===== src/rtl/uart_rx_fifo_if.sv =====
// Interface bundling the receiver-facing and consumer-facing signals of
// uart_rx_fifo. Clock and reset stay as plain module ports.
//   RxDone, RxData : frame strobe and byte from the UART receiver
//   RdEn, ClrOvr   : pop request and overrun-clear from the consumer
//   RdData, RdValid: popped/head byte and its qualifier
//   Empty, Full, Count, Overrun : occupancy and sticky drop flag
// Modport slave is taken by the FIFO, master by whatever drives it.
interface uart_rx_fifo_if #(
  parameter int unsigned AW = 4
);
  logic          RxDone;
  logic [7:0]    RxData;
  logic          RdEn;
  logic          ClrOvr;
  logic [7:0]    RdData;
  logic          RdValid;
  logic          Empty;
  logic          Full;
  logic [AW:0]   Count;
  logic          Overrun;

  modport slave (
    input  RxDone, RxData, RdEn, ClrOvr,
    output RdData, RdValid, Empty, Full, Count, Overrun
  );

  modport master (
    output RxDone, RxData, RdEn, ClrOvr,
    input  RdData, RdValid, Empty, Full, Count, Overrun
  );
endinterface


===== src/rtl/uart_rx_fifo.sv =====
// Receive-side byte FIFO sitting behind the UART receiver. Each rising edge
// of RxDone (after a two-flop synchronizer) writes RxData into a circular
// buffer of DEPTH bytes; the consumer pops through RdEn. Occupancy is
// reported through Count/Empty/Full, and Overrun latches when a frame is
// dropped because the buffer was full (cleared by ClrOvr).
// Ports:
//   Clk   : system clock, rising edge
//   Rst_n : synchronous reset, active HIGH (name kept from the receiver)
//   bus   : uart_rx_fifo_if.slave (RxDone, RxData, RdEn, ClrOvr in;
//           RdData, RdValid, Empty, Full, Count, Overrun out)
// Build option:
//   UART_RX_FIFO_FWFT_EN defined  -> first-word-fall-through: RdData shows
//                                    the head entry, RdValid = ~Empty
//   UART_RX_FIFO_FWFT_EN undefined-> registered read, 1-cycle latency
module uart_rx_fifo #(
  parameter int unsigned DEPTH = 16,
  parameter int unsigned AW    = 4
) (
  input logic           Clk,
  input logic           Rst_n,
  uart_rx_fifo_if.slave bus
);

  logic          s1, s2, p;
  logic          wr;
  logic [7:0]    mem [DEPTH];
  logic [AW:0]   wptr, rptr, count;
  logic          empty, full;
  logic          rd_acc, wr_acc, drop;
  logic          overrun;

  // Synchronizer plus edge-detect flop. Resetting all three to 1 means an
  // RxDone already high when reset releases looks like "no edge".
  always_ff @(posedge Clk) begin
    if (Rst_n) begin
      s1 <= 1'b1;
      s2 <= 1'b1;
      p  <= 1'b1;
    end else begin
      s1 <= bus.RxDone;
      s2 <= s1;
      p  <= s2;
    end
  end

  always_comb begin
    wr     = s2 & ~p;
    empty  = (count == '0);
    full   = (count == (AW+1)'(DEPTH));
    rd_acc = bus.RdEn & ~empty;
    // A read in the same cycle frees the slot the write needs.
    wr_acc = wr & (~full | rd_acc);
    drop   = wr & full & ~rd_acc;
  end

  always_ff @(posedge Clk) begin
    if (wr_acc) begin
      mem[wptr[AW-1:0]] <= bus.RxData;
    end
  end

  always_ff @(posedge Clk) begin
    if (Rst_n) begin
      wptr    <= '0;
      rptr    <= '0;
      count   <= '0;
      overrun <= 1'b0;
    end else begin
      if (wr_acc) begin
        wptr <= wptr + (AW+1)'(1);
      end
      if (rd_acc) begin
        rptr <= rptr + (AW+1)'(1);
      end
      unique case ({wr_acc, rd_acc})
        2'b10:   count <= count + (AW+1)'(1);
        2'b01:   count <= count - (AW+1)'(1);
        default: count <= count;
      endcase
      // A new drop wins over a simultaneous clear.
      if (drop) begin
        overrun <= 1'b1;
      end else if (bus.ClrOvr) begin
        overrun <= 1'b0;
      end
    end
  end

`ifdef UART_RX_FIFO_FWFT_EN
  always_comb begin
    bus.RdData  = mem[rptr[AW-1:0]];
    bus.RdValid = ~empty;
  end
`else
  logic [7:0] rd_data;
  logic       rd_valid;

  always_ff @(posedge Clk) begin
    if (Rst_n) begin
      rd_data  <= '0;
      rd_valid <= 1'b0;
    end else begin
      rd_valid <= rd_acc;
      if (rd_acc) begin
        rd_data <= mem[rptr[AW-1:0]];
      end
    end
  end

  always_comb begin
    bus.RdData  = rd_data;
    bus.RdValid = rd_valid;
  end
`endif

  always_comb begin
    bus.Empty   = empty;
    bus.Full    = full;
    bus.Count   = count;
    bus.Overrun = overrun;
  end

endmodule


===== src/flat_wrapper.sv =====
// flat-port wrapper written by rule: the top's interface ports become plain ports
module uart_rx_fifo_flat 
#(
  parameter int unsigned DEPTH = 16,
  parameter int unsigned AW    = 4
)
  (Clk, Rst_n, bus_RxDone, bus_RxData, bus_RdEn, bus_ClrOvr, bus_RdData, bus_RdValid, bus_Empty, bus_Full, bus_Count, bus_Overrun);
  uart_rx_fifo_if #(.AW(AW)) bus_i ();
  input logic Clk;
  input logic Rst_n;
  input wire logic [$bits(bus_i.RxDone)-1:0] bus_RxDone;
  input wire logic [$bits(bus_i.RxData)-1:0] bus_RxData;
  input wire logic [$bits(bus_i.RdEn)-1:0] bus_RdEn;
  input wire logic [$bits(bus_i.ClrOvr)-1:0] bus_ClrOvr;
  output wire logic [$bits(bus_i.RdData)-1:0] bus_RdData;
  output wire logic [$bits(bus_i.RdValid)-1:0] bus_RdValid;
  output wire logic [$bits(bus_i.Empty)-1:0] bus_Empty;
  output wire logic [$bits(bus_i.Full)-1:0] bus_Full;
  output wire logic [$bits(bus_i.Count)-1:0] bus_Count;
  output wire logic [$bits(bus_i.Overrun)-1:0] bus_Overrun;
  assign bus_i.RxDone = bus_RxDone;
  assign bus_i.RxData = bus_RxData;
  assign bus_i.RdEn = bus_RdEn;
  assign bus_i.ClrOvr = bus_ClrOvr;
  assign bus_RdData = bus_i.RdData;
  assign bus_RdValid = bus_i.RdValid;
  assign bus_Empty = bus_i.Empty;
  assign bus_Full = bus_i.Full;
  assign bus_Count = bus_i.Count;
  assign bus_Overrun = bus_i.Overrun;
  uart_rx_fifo #(.DEPTH(DEPTH), .AW(AW)) u_core (.Clk(Clk), .Rst_n(Rst_n), .bus(bus_i));
endmodule

===== config.mk =====
export PLATFORM = sky130hd
export DESIGN_NAME = uart_rx_fifo_flat
export DESIGN_NICKNAME = d
export VERILOG_FILES = /design/src/rtl/uart_rx_fifo_if.sv /design/src/rtl/uart_rx_fifo.sv /design/src/flat_wrapper.sv
export SDC_FILE = /design/constraint.sdc
export NUM_CORES = 1
export LEC_CHECK = 0
export ABC_AREA = 1
export ABC_CLOCK_PERIOD_IN_PS = 3200
export CAP_MARGIN = 15
export CORE_ASPECT_RATIO = 1.5
export CORE_UTILIZATION = 60
export DETAILED_ROUTE_END_ITERATION = 7
export PLACE_DENSITY = 0.83
export SETUP_SLACK_MARGIN = 0.4
export SLEW_MARGIN = 20
export SYNTH_ARGS = -nofsm -noshare
export SYNTH_HDL_FRONTEND = slang
export SYNTH_SLANG_ARGS = --single-unit

===== constraint.sdc =====
create_clock -name Clk -period 3.2 [get_ports Clk]
set_clock_uncertainty 0.2 [all_clocks]
set_input_delay 0.96 -clock Clk [delete_from_list [all_inputs] [get_ports Clk]]
set_output_delay 0.96 -clock Clk [all_outputs]
set_load 0.03 [all_outputs]

Metal 1:
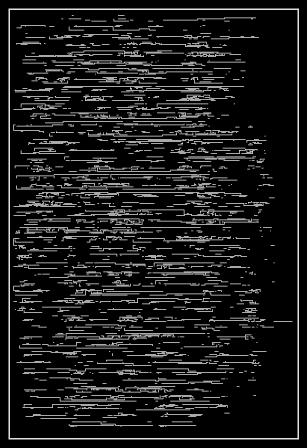
longest straight run = 27.1 um
main direction = horizontal
total wire length: 15,700 um
M1 GR Usage: 32.9%
via count: 4,796

Met2 routing:
Scale bar: 20 um. Cells faint in the background.
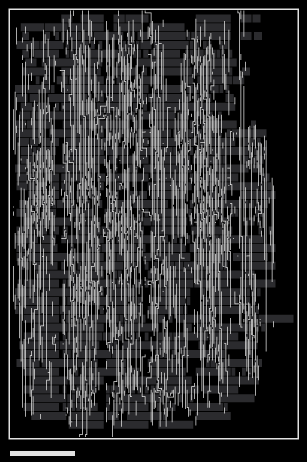
main direction = vertical
longest straight run = 64.9 um
nets with wire on the layer = 574
share of all routed wire = 53%
wire length on this layer = 8,250 um

Met3 routing:
Scale bar: 20 um.
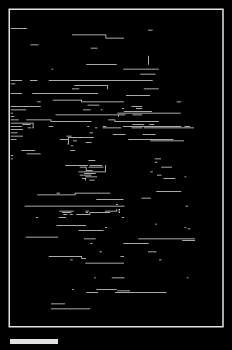
nets with wire on the layer = 83
share of all routed wire = 6.1%
longest straight run = 43.0 um
wire length on this layer = 962 um
met3 GRT Util: 5.26%

M4 wires:
Cells faint in the background.
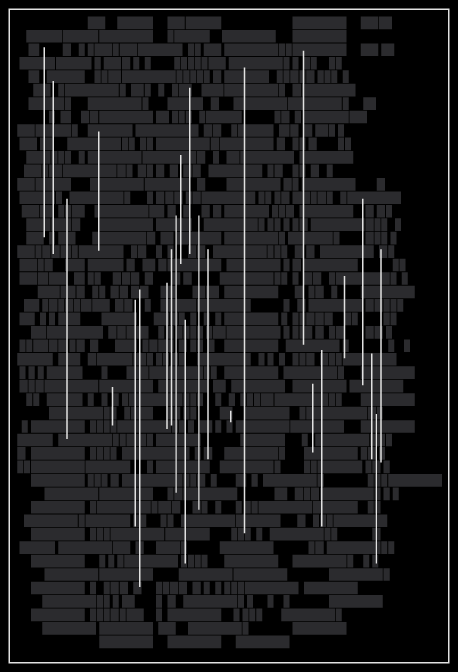
longest straight run = 93.8 um
wire length on this layer = 935 um
nets with wire on the layer = 21
main direction = vertical

Track usage over the die:
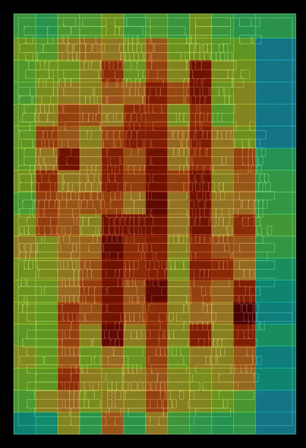
GRT Total Usage: 29.4%
utilization after layout: 70.3%
GRT Max-Usage Layer: met2
routing usage on met2: 50.2%
average wire length per cell after detail routing: 17.8 um

==> results.txt <==
The full implementation flow was run.

Among the non-sequential cells, simple AND/OR/NAND/NOR gates take the most area. In this design, the largest share of critical-path delay is due to buffers and inverters. The leakage power summed over all cells stands at 3.25 nW. The total number of yosys warnings stands at 0. The wire length the detailed router placed on met1 stands at 5530 um. Static timing analysis puts the maximum clock frequency at 0.363 GHz. The critical path ends at bus_Count[3]. The tightest hold path in the finished design has a slack of 0.220 ns. CTS placed an instance of sky130_fd_sc_hd__clkbuf_16 at the clock tree root. The summed negative setup slack over all endpoints stands at 0 ns.

In the final layout, excluding clock inverters the inverter count is 93. The largest net degree at the start of global routing stands at 66. The fraction of power spent switching nets stands at 34.0%.

The total area of multi-input combinational cells stands at 1810 sq um. The setup slack of the most critical reg-to-reg path stands at 0.95 ns. The area of placed instances stands at 7200 sq um. The residual antenna-violating net count after detailed routing stands at 0.

The CTS log lists the clock sinks for this run as 154. The final design was reported to hold multi-input combinational gates totalling 399. In the final layout, flip-flops and latches occupy 4370 sq um.

The horizontal die dimension reported for this design is 88.5 um. The mux share of post-synthesis cell area stands at 0%. In this run the tools logged warnings totalling 29. The largest single stage delay on the critical path is 0.72 ns.

The quantity of I/O buffers inserted on ports stands at 29. The clock-pin transition on the worst setup and hold timing paths stands at 0.06 ns. In the hold report, the worst path ends at u_core.s2.

The sequential cell fraction of total power stands at 40.6%. The worst register-to-register path depth is 12. The OpenROAD report gives the critical path a data arrival time of 1.59 ns. Sequential cells consume a total of 2.36 mW. The met3 routed wirelength stands at 961 um. The layout stage reports a final design area of 7730 sq um.

In the hold timing report, the worst path depth is 1. The mean post-synth cell area stands at 9.98 sq um. The initial antenna violation count stands at 0.

The most critical setup path has its startpoint at u_core.bus.Count[3]. The most used flip-flop cell after synthesis is sky130_fd_sc_hd__edfxtp_1. Per the final report, the share of cell area in clock cells is 6.97%. The fraction of final layout cells with drive strength greater than 1 stands at 9.81%. Excluding fillers, the count of instances in the completed layout stands at 881.

The count of filler cells inserted in the layout stands at 810. The fraction of the cycle the final worst path needs stands at 86.0%. The first-pass iteration count of the detailed router stands at 5. The total cell area reported by yosys after synthesis stands at 6740 sq um. The via count of the first global-routing pass stands at 4,870. The post-synth register bit count is 154. The post-synthesis share of cell area spent on and-or and or-and gates stands at 2.08%. The number of design rule violations left after detail routing stands at 0.

The overall power after layout stands at 5.82 mW. Of all power groups, the one with the highest power is registers. The flow ran to the end, and the final reports show no timing, DRC or antenna violations. The via count normalized by instance count stands at 5.44.

The count of cell types in the netlist stands at 27. The instance count on the critical path stands at 1. The global route stage reports its total congestion overflow as 0. The chip occupies 11,700 sq um.

The die is 132 um tall. The synthesized netlist devotes 1.78% of its cell area to adder and majority cells. The boundary pin count stands at 30. Among logic cells in the layout, the one with the most instances is sky130_fd_sc_hd__nand2_1. The wire length of the first global-routing pass stands at 24,500 um. The type recorded for the worst min-delay path is register to register.

The xor/xnor share of the synthesized area stands at 0.390%.
-- what timing repair did --
item	CTS	global route
gates resized	4	2
setup endpoints to repair	4	2
gates cloned	0	0
setup buffers	0	0
-- flip-flops by register name (all words and copies together), names as in the netlist, 4 cells and up --
register and cells:
u_core.mem 128, u_core.bus.RdData 8, u_core.bus.Count 5, u_core.rptr 4, u_core.wptr 4
-- cell families (layout without fill, tap and decap cells) --
logic type | after synthesis | in the layout
AND-OR/OR-AND | 28 | 28
buffers and inverters | 122 | 181
flip-flops | 154 | 154
adder cells (fa/ha/maj) | 9 | 9
XOR/XNOR | 3 | 3
AND/OR/NAND/NOR | 359 | 359
Power and IR drop assume default switching activity.
